$ cat src/rtl/motion_alarm.sv
// motion_alarm: N-channel PIR synchroniser/debouncer feeding an arm/exit/armed/alarm FSM with a pulsed buzzer.
// Build option MOTION_ALARM_LATCH_EN: ALARM never times out; only ack or arm = 0 leave it.
module motion_alarm #(
  parameter int unsigned CLK_FREQ     = 50000000,
  parameter int unsigned N_SENSORS    = 4,
  parameter int unsigned DEBOUNCE_MS  = 20,
  parameter int unsigned ARM_DELAY_MS = 10000,
  parameter int unsigned HOLD_MS      = 5000,
  parameter int unsigned BEEP_HALF_MS = 250
) (
  input  logic                 clk,
  input  logic                 reset,
  input  logic                 arm,
  input  logic                 ack,
  input  logic [N_SENSORS-1:0] motion_sensor,
  output logic                 buzzer,
  output logic                 alarm_active,
  output logic                 armed,
  output logic [N_SENSORS-1:0] trip_mask,
  output logic [1:0]           state
);

  localparam int unsigned CYC_PER_MS = CLK_FREQ / 1000;
  localparam int unsigned DEB_CYC    = DEBOUNCE_MS * CYC_PER_MS;
  localparam int unsigned ARM_CYC    = ARM_DELAY_MS * CYC_PER_MS;
  localparam int unsigned BEEP_CYC   = BEEP_HALF_MS * CYC_PER_MS;

  localparam int unsigned DEB_W  = (DEB_CYC > 1) ? $clog2(DEB_CYC) : 1;
  localparam int unsigned ARM_W  = (ARM_CYC > 1) ? $clog2(ARM_CYC) : 1;
  localparam int unsigned BEEP_W = (BEEP_CYC > 1) ? $clog2(BEEP_CYC) : 1;

  localparam logic [DEB_W-1:0]  DEB_LAST  = DEB_W'(DEB_CYC - 1);
  localparam logic [ARM_W-1:0]  ARM_LOAD  = ARM_W'(ARM_CYC - 1);
  localparam logic [BEEP_W-1:0] BEEP_LOAD = BEEP_W'(BEEP_CYC - 1);

`ifndef MOTION_ALARM_LATCH_EN
  localparam int unsigned HOLD_CYC  = HOLD_MS * CYC_PER_MS;
  localparam int unsigned HOLD_W    = (HOLD_CYC > 1) ? $clog2(HOLD_CYC) : 1;
  localparam logic [HOLD_W-1:0] HOLD_LOAD = HOLD_W'(HOLD_CYC - 1);
  logic [HOLD_W-1:0] hold_cnt;
`endif

  typedef enum logic [1:0] {
    ST_DISARMED = 2'd0,
    ST_EXIT     = 2'd1,
    ST_ARMED    = 2'd2,
    ST_ALARM    = 2'd3
  } state_t;

  state_t               st;
  state_t               nxt;
  logic [N_SENSORS-1:0] sync1;
  logic [N_SENSORS-1:0] sync2;
  logic [N_SENSORS-1:0] det;
  logic [DEB_W-1:0]     cnt [N_SENSORS];
  logic [ARM_W-1:0]     exit_cnt;
  logic [BEEP_W-1:0]    beep_cnt;
  logic                 any_det;

  assign any_det = |det;
  assign state   = st;

  // Two-flop synchroniser for the asynchronous sensor lines
  always_ff @(posedge clk or posedge reset) begin
    if (reset) begin
      sync1 <= '0;
      sync2 <= '0;
    end else begin
      sync1 <= motion_sensor;
      sync2 <= sync1;
    end
  end

  // Per-channel stable-high debounce; any low sample restarts the channel
  always_ff @(posedge clk or posedge reset) begin
    if (reset) begin
      det <= '0;
      for (int i = 0; i < int'(N_SENSORS); i++) cnt[i] <= '0;
    end else begin
      for (int i = 0; i < int'(N_SENSORS); i++) begin
        if (!sync2[i]) begin
          cnt[i] <= '0;
          det[i] <= 1'b0;
        end else if (cnt[i] == DEB_LAST) begin
          det[i] <= 1'b1;
        end else begin
          cnt[i] <= cnt[i] + DEB_W'(1);
        end
      end
    end
  end

  // Next-state decode; disarm overrides everything, ack beats timeout and new detections
  always_comb begin
    nxt = st;
    if (!arm) begin
      nxt = ST_DISARMED;
    end else begin
      case (st)
        ST_DISARMED: nxt = ST_EXIT;
        ST_EXIT:     if (exit_cnt == '0) nxt = ST_ARMED;
        ST_ARMED:    if (any_det) nxt = ST_ALARM;
        ST_ALARM: begin
          if (ack) nxt = ST_ARMED;
`ifndef MOTION_ALARM_LATCH_EN
          else if (hold_cnt == '0 && !any_det) nxt = ST_ARMED;
`endif
        end
        default:     nxt = ST_DISARMED;
      endcase
    end
  end

  always_ff @(posedge clk or posedge reset) begin
    if (reset) begin
      st           <= ST_DISARMED;
      buzzer       <= 1'b0;
      alarm_active <= 1'b0;
      armed        <= 1'b0;
      trip_mask    <= '0;
      exit_cnt     <= '0;
      beep_cnt     <= '0;
`ifndef MOTION_ALARM_LATCH_EN
      hold_cnt     <= '0;
`endif
    end else begin
      st           <= nxt;
      alarm_active <= (nxt == ST_ALARM);
      armed        <= (nxt == ST_ARMED) || (nxt == ST_ALARM);

      if (nxt == ST_EXIT && st != ST_EXIT) begin
        exit_cnt  <= ARM_LOAD;
        trip_mask <= '0;
      end else if (st == ST_EXIT && exit_cnt != '0) begin
        exit_cnt <= exit_cnt - ARM_W'(1);
      end

      if (nxt == ST_ALARM) begin
        if (st != ST_ALARM) begin
          trip_mask <= det;
          beep_cnt  <= BEEP_LOAD;
          buzzer    <= 1'b1;
`ifndef MOTION_ALARM_LATCH_EN
          hold_cnt  <= HOLD_LOAD;
`endif
        end else begin
          trip_mask <= trip_mask | det;
          if (beep_cnt == '0) begin
            buzzer   <= ~buzzer;
            beep_cnt <= BEEP_LOAD;
          end else begin
            beep_cnt <= beep_cnt - BEEP_W'(1);
          end
`ifndef MOTION_ALARM_LATCH_EN
          if (any_det) hold_cnt <= HOLD_LOAD;
          else if (hold_cnt != '0) hold_cnt <= hold_cnt - HOLD_W'(1);
`endif
        end
      end else begin
        buzzer <= 1'b0;
        // An acknowledged alarm starts a fresh trip record
        if (st == ST_ALARM && nxt == ST_ARMED && ack) trip_mask <= '0;
      end
    end
  end

endmodule

$ cat config.mk
export PLATFORM = sky130hd
export DESIGN_NAME = motion_alarm
export DESIGN_NICKNAME = d
export VERILOG_FILES = /design/src/rtl/motion_alarm.sv
export SDC_FILE = /design/constraint.sdc
export NUM_CORES = 1
export LEC_CHECK = 0
export ABC_CLOCK_PERIOD_IN_PS = 16900
export CAP_MARGIN = 40
export CORE_AREA = 2 2 198 200
export DETAILED_ROUTE_END_ITERATION = 8
export DIE_AREA = 0 0 200 202
export MAX_ROUTING_LAYER = met4
export PLACE_DENSITY = 0.41
export SYNTH_ARGS = -nofsm -noshare
export SYNTH_HDL_FRONTEND = slang
export SYNTH_SLANG_ARGS = --single-unit
$ cat constraint.sdc
create_clock -name clk -period 16.9 [get_ports clk]
set_clock_uncertainty 0.2 [all_clocks]
set_input_delay 1.69 -clock clk [delete_from_list [all_inputs] [get_ports clk]]
set_output_delay 1.69 -clock clk [all_outputs]
set_load 0.005 [all_outputs]
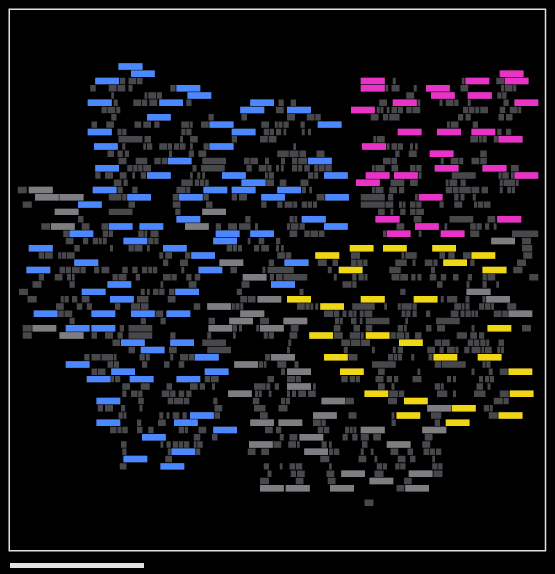
Figure 1: run 1, sequential cells colored by netlist name.
Bar = 50 µm. Other sequential cells in the stronger gray, the rest of the logic in the fainter gray.
[yellow] `hold_cnt` | placed flops: 28
[magenta] `exit_cnt` | placed flops: 29 | where: upper right
[blue] `cnt` | placed flops: 80

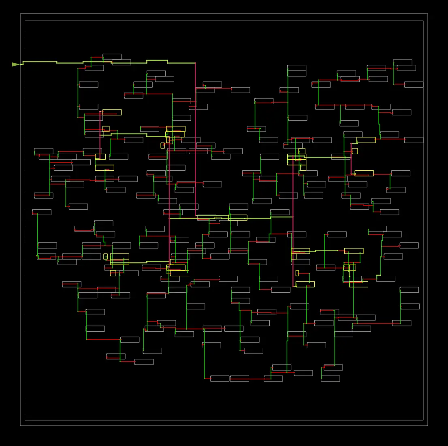
Figure 2: run 1, clock routing.
total clock sinks: 182
clock latency on the worst-skew pair: 0.44 ns
P_clk: 0.371 mW
number of CTS-inserted buffers: 17
flip-flop and latch count: 182

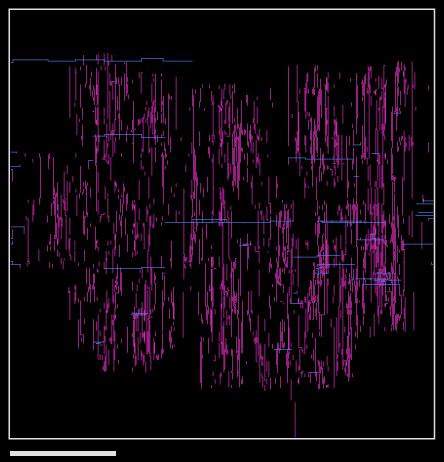
Figure 3: run 1, wiring by layer.
Bar = 50 µm. Two of the layers only.
[blue] met3 | wire length: 566 µm
[magenta] met2 | wire length: 9520 µm

==> impl_metrics.toml, run 1 <==
# generated from flow reports
[run_status]
run_status = "completed"

[floorplanning]
floorplan.die.height_um = 202
chip_area_mm2 = 0.0404
floorplan.rows = 72
coreArea_mm2 = 0.0383
initCoreUtil = 0.246

[route]
wl_per_cell_um = 14.5
vias_after_detailed_routing = 6984
drc = 0
ant_nets = 0
drt-total-wl_mm = 21.7

[setup_path]
critPathCaptureType = "flip-flop"
worstSetupEndpoint = "hold_cnt[13]"
worst-endpoint-arrival_ns = 4.03
critPathBufInv = 2
crit_start = "ack"
critPathRequiredTime_ns = 17.08
critical_path.reg2reg.startpoint = "hold_cnt[9]"
critical-path-top-delay-family = "buffers and inverters"
slowest_delay_ns = 0.53
r2r_slack_ns = 13.31
setup.worst_path.start_class = "input pin"

[synth]
synth.yosys.warnings = 0
yosys_top_cell_by_area = "dfrtp_1"
share_of_flip_flops_with_an_asynchronous_set_or_reset = 1.00
area_leaders = "dfrtp_1 48%, xnor2_1 5.6%, and2_1 4.6%, xor2_1 3.5%, nand2_1 3.1%"
post_synth_mux_area_share = 0.00544
fa_ha_area_frac = 0.0119
flop_cell = "dfrtp_1"
yosys_cells = 952
synth_cell_type_count = 71
synth.cellmix.xorXnorShare = 0.0910
synthesis.area_per_instance_um2 = 9.90
synth_simple_gate_area_share = 0.278
edf_count = 0
postSynthCellCount = 952
synth_flops = 182

[global_routing]
global_route_wire_length_before_repair_mm = 37.0
antenna_found_initial = 0
global_route.overflow_total = 0

[final_layout]
synthToLayoutAreaGrowth_pct = 13.8
area.combinational_mm2 = 0.00463
final_core_utilization = 0.280
final_non_clock_buffer_share = 0.0251
share_of_layout_cells_above_drive_strength_1 = 0.0637
final_area_mm2 = 0.0107
top_cell_class_by_occupied_area = "combinational gates"
largest_reg_flops = 80
antenna_cells = 0
final.fill_count = 4057

[hold_path]
min_from = "sync1[1]"
hold-path-cell-count = 0
worst_hold_path_type = "flip-flop to flip-flop"
hold_path_end = "sync2[1]"

[sta]
report.final.setup_viol = 0
worst_slack_ns = 13.05
report.final.hold_viol_count = 0
report.final.slew_viol_count = 0
timing.hold.ws_ns = 0.149
unrepaired_setup_endpoints_after_global_routing = "false"
setup_tns_ns = 0
timing.max_slew.rel_slack = 0.414
maximum_clock_frequency_ghz = 0.260

[placement]
finalWeightedCongestion = 0.736
detailed_place_hpwl_mm = 14.0
placement.io_buffers = 16
dp.cells = 1460

[job]
warnings = 30

[power_and_ir_drop]
ir_worst_vdd_mv = 0.0579

[clocking]
clock_tree.htree_level_count = 4
clock_tree.root_cell = "clkbuf_16"
cts.hold.buffers_added = 0
clk_pin_slew_ns = 0.07
-- run 1: cells by family (layout without fill, tap and decap cells) --
group,after synthesis,after routing
adders and majority gates,9,9
AOI/OAI and AO/OA,129,129
DFF,182,182
muxes,5,5
buffers and inverters,62,83
xor gates and xnor gates,98,98
and+or+nand+nor,467,467
-- run 1: metal layers --
metal,track usage,part of all wire
met1,0.164,0.52
met2,0.172,0.44
met3,0.0202,0.026
met4,0.0378,0.013
met5,-,0
-- run 1: power by group --
group,switching (mW),internal (mW),leakage [nW],total [mW]
clock network,0.179,0.192,0.245,0.371
logic,0.0172,0.0104,1.81,0.0276
registers,0.00849,0.441,2.39,0.449
total,0.205,0.643,4.45,0.848
Figure 4. Clock network drawn from the DEF (run 1).
Bar = 50 µm.
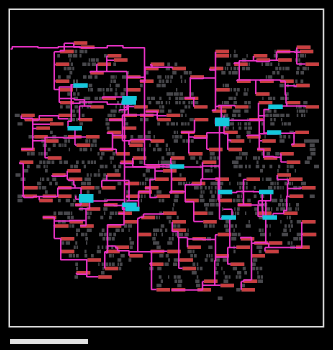

==> run 1 -> run 2 <==
Settings changed: ABC_CLOCK_PERIOD_IN_PS 16900 to 3960.
Clock period 16.9 ns to 3.96 ns, I/O delays scaled along.
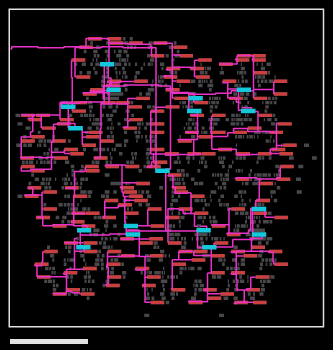
Figure 5: run 2, clock network drawn from the DEF.
Bar = 50 µm.
[magenta] clock wires | length: 2750 µm
[red] flip-flops | count: 182
[cyan] cells driving clock nets | count: 17
routed clock nets: 18
P_clk: 1.83 mW
Clk network pwr share: 0.473

==> run 2 against run 1 <==
  * Setup slack got worse by 12 ns
  * Non-clock buffer count up 10
  * Power increased to 4.6 times the previous value
  * Global-route usage up 0.25 points
  * Sequential cell count unchanged
  * Synthesized cell count stayed put
  * Die area unchanged
  * Sequential share of layout area decreased by 0.60 points
  * Critical path depth up 1
  * Final cell count increased by 0.67%
  * Critical endpoint unchanged
==> impl_metrics.toml, run 2 <==
# generated from flow reports
[final_layout]
antenna_cells = 0
seq_cells = 182
largest_reg_flops = 80
final.fill_count = 4010
synthToLayoutAreaGrowth_pct = 15.5
top_cell_class_by_occupied_area = "combinational gates"
final_non_clock_buffer_share = 0.0301
final_core_utilization = 0.284
share_of_layout_cells_above_drive_strength_1 = 0.0722

[setup_path]
critPathBufInv = 1
critPathRequiredTime_ns = 4.09
critical_path.reg2reg.startpoint = "hold_cnt[10]"
worst-endpoint-arrival_ns = 3.33

[hold_path]
worst_hold_path_type = "flip-flop to flip-flop"
hold_path_end = "sync2[0]"
hold-path-cell-count = 0
min_from = "sync1[0]"

[global_routing]
global_route_wire_length_before_repair_mm = 37.5
grtUsageMet2 = 0.177
grt_use_met1 = 0.166

[synth]
synth.yosys.warnings = 0
share_of_flip_flops_with_an_asynchronous_set_or_reset = 1.00
flop_cell = "dfrtp_1"
synth.cellmix.xorXnorShare = 0.0910
synth_cell_type_count = 71
synthesis.area_per_instance_um2 = 9.90
synth_simple_gate_area_share = 0.278
synth_flops = 182
edf_count = 0

[placement]
dp.cells = 1470

[sta]
timing.max_slew.rel_slack = 0.467
report.final.slew_viol_count = 0
unrepaired_setup_endpoints_after_global_routing = "false"

[floorplanning]
floorplan.die.height_um = 202
coreArea_mm2 = 0.0383
chip_area_mm2 = 0.0404
floorplan.rows = 72

[power_and_ir_drop]
ir_worst_vdd_mv = 0.300

[route]
routedLengthMet1_mm = 11.3
vias_after_detailed_routing = 6996
detailroute.wirelength.met2_mm = 9.67
ant_nets = 0

[clocking]
clock_tree.htree_level_count = 4
cts.hold.buffers_added = 0
numCtsBuffers = 17
clock_tree.root_cell = "clkbuf_16"

[run_status]
run_status = "completed"

[job]
warnings = 28
==> run 2: kinds of logic after synthesis <==
group	Yosys count
DFF	182
adders and majority gates	9
buffers and inverters	62
and+or+nand+nor	467
AOI/OAI and AO/OA	129
muxes	5
xor gates and xnor gates	98
==> run 2: metrics by stage <==
stage / setup WS (ns) / area, µm²
2_1_floorplan: 1.03 / 9430
3_3_place_gp: 0.748 / 10300
3_5_place_dp: 0.718 / 10300
4_1_cts: 0.713 / 10900
5_1_grt: 0.549 / 10900
6_report: 0.757 / 10900
==> run 2: report_power, final <==
group	switching (mW)	internal, mW
registers	0.0328	1.88
logic	0.0800	0.0454
clock network	0.731	1.10
No activity file was given, so power comes from the tool's default toggle rates.
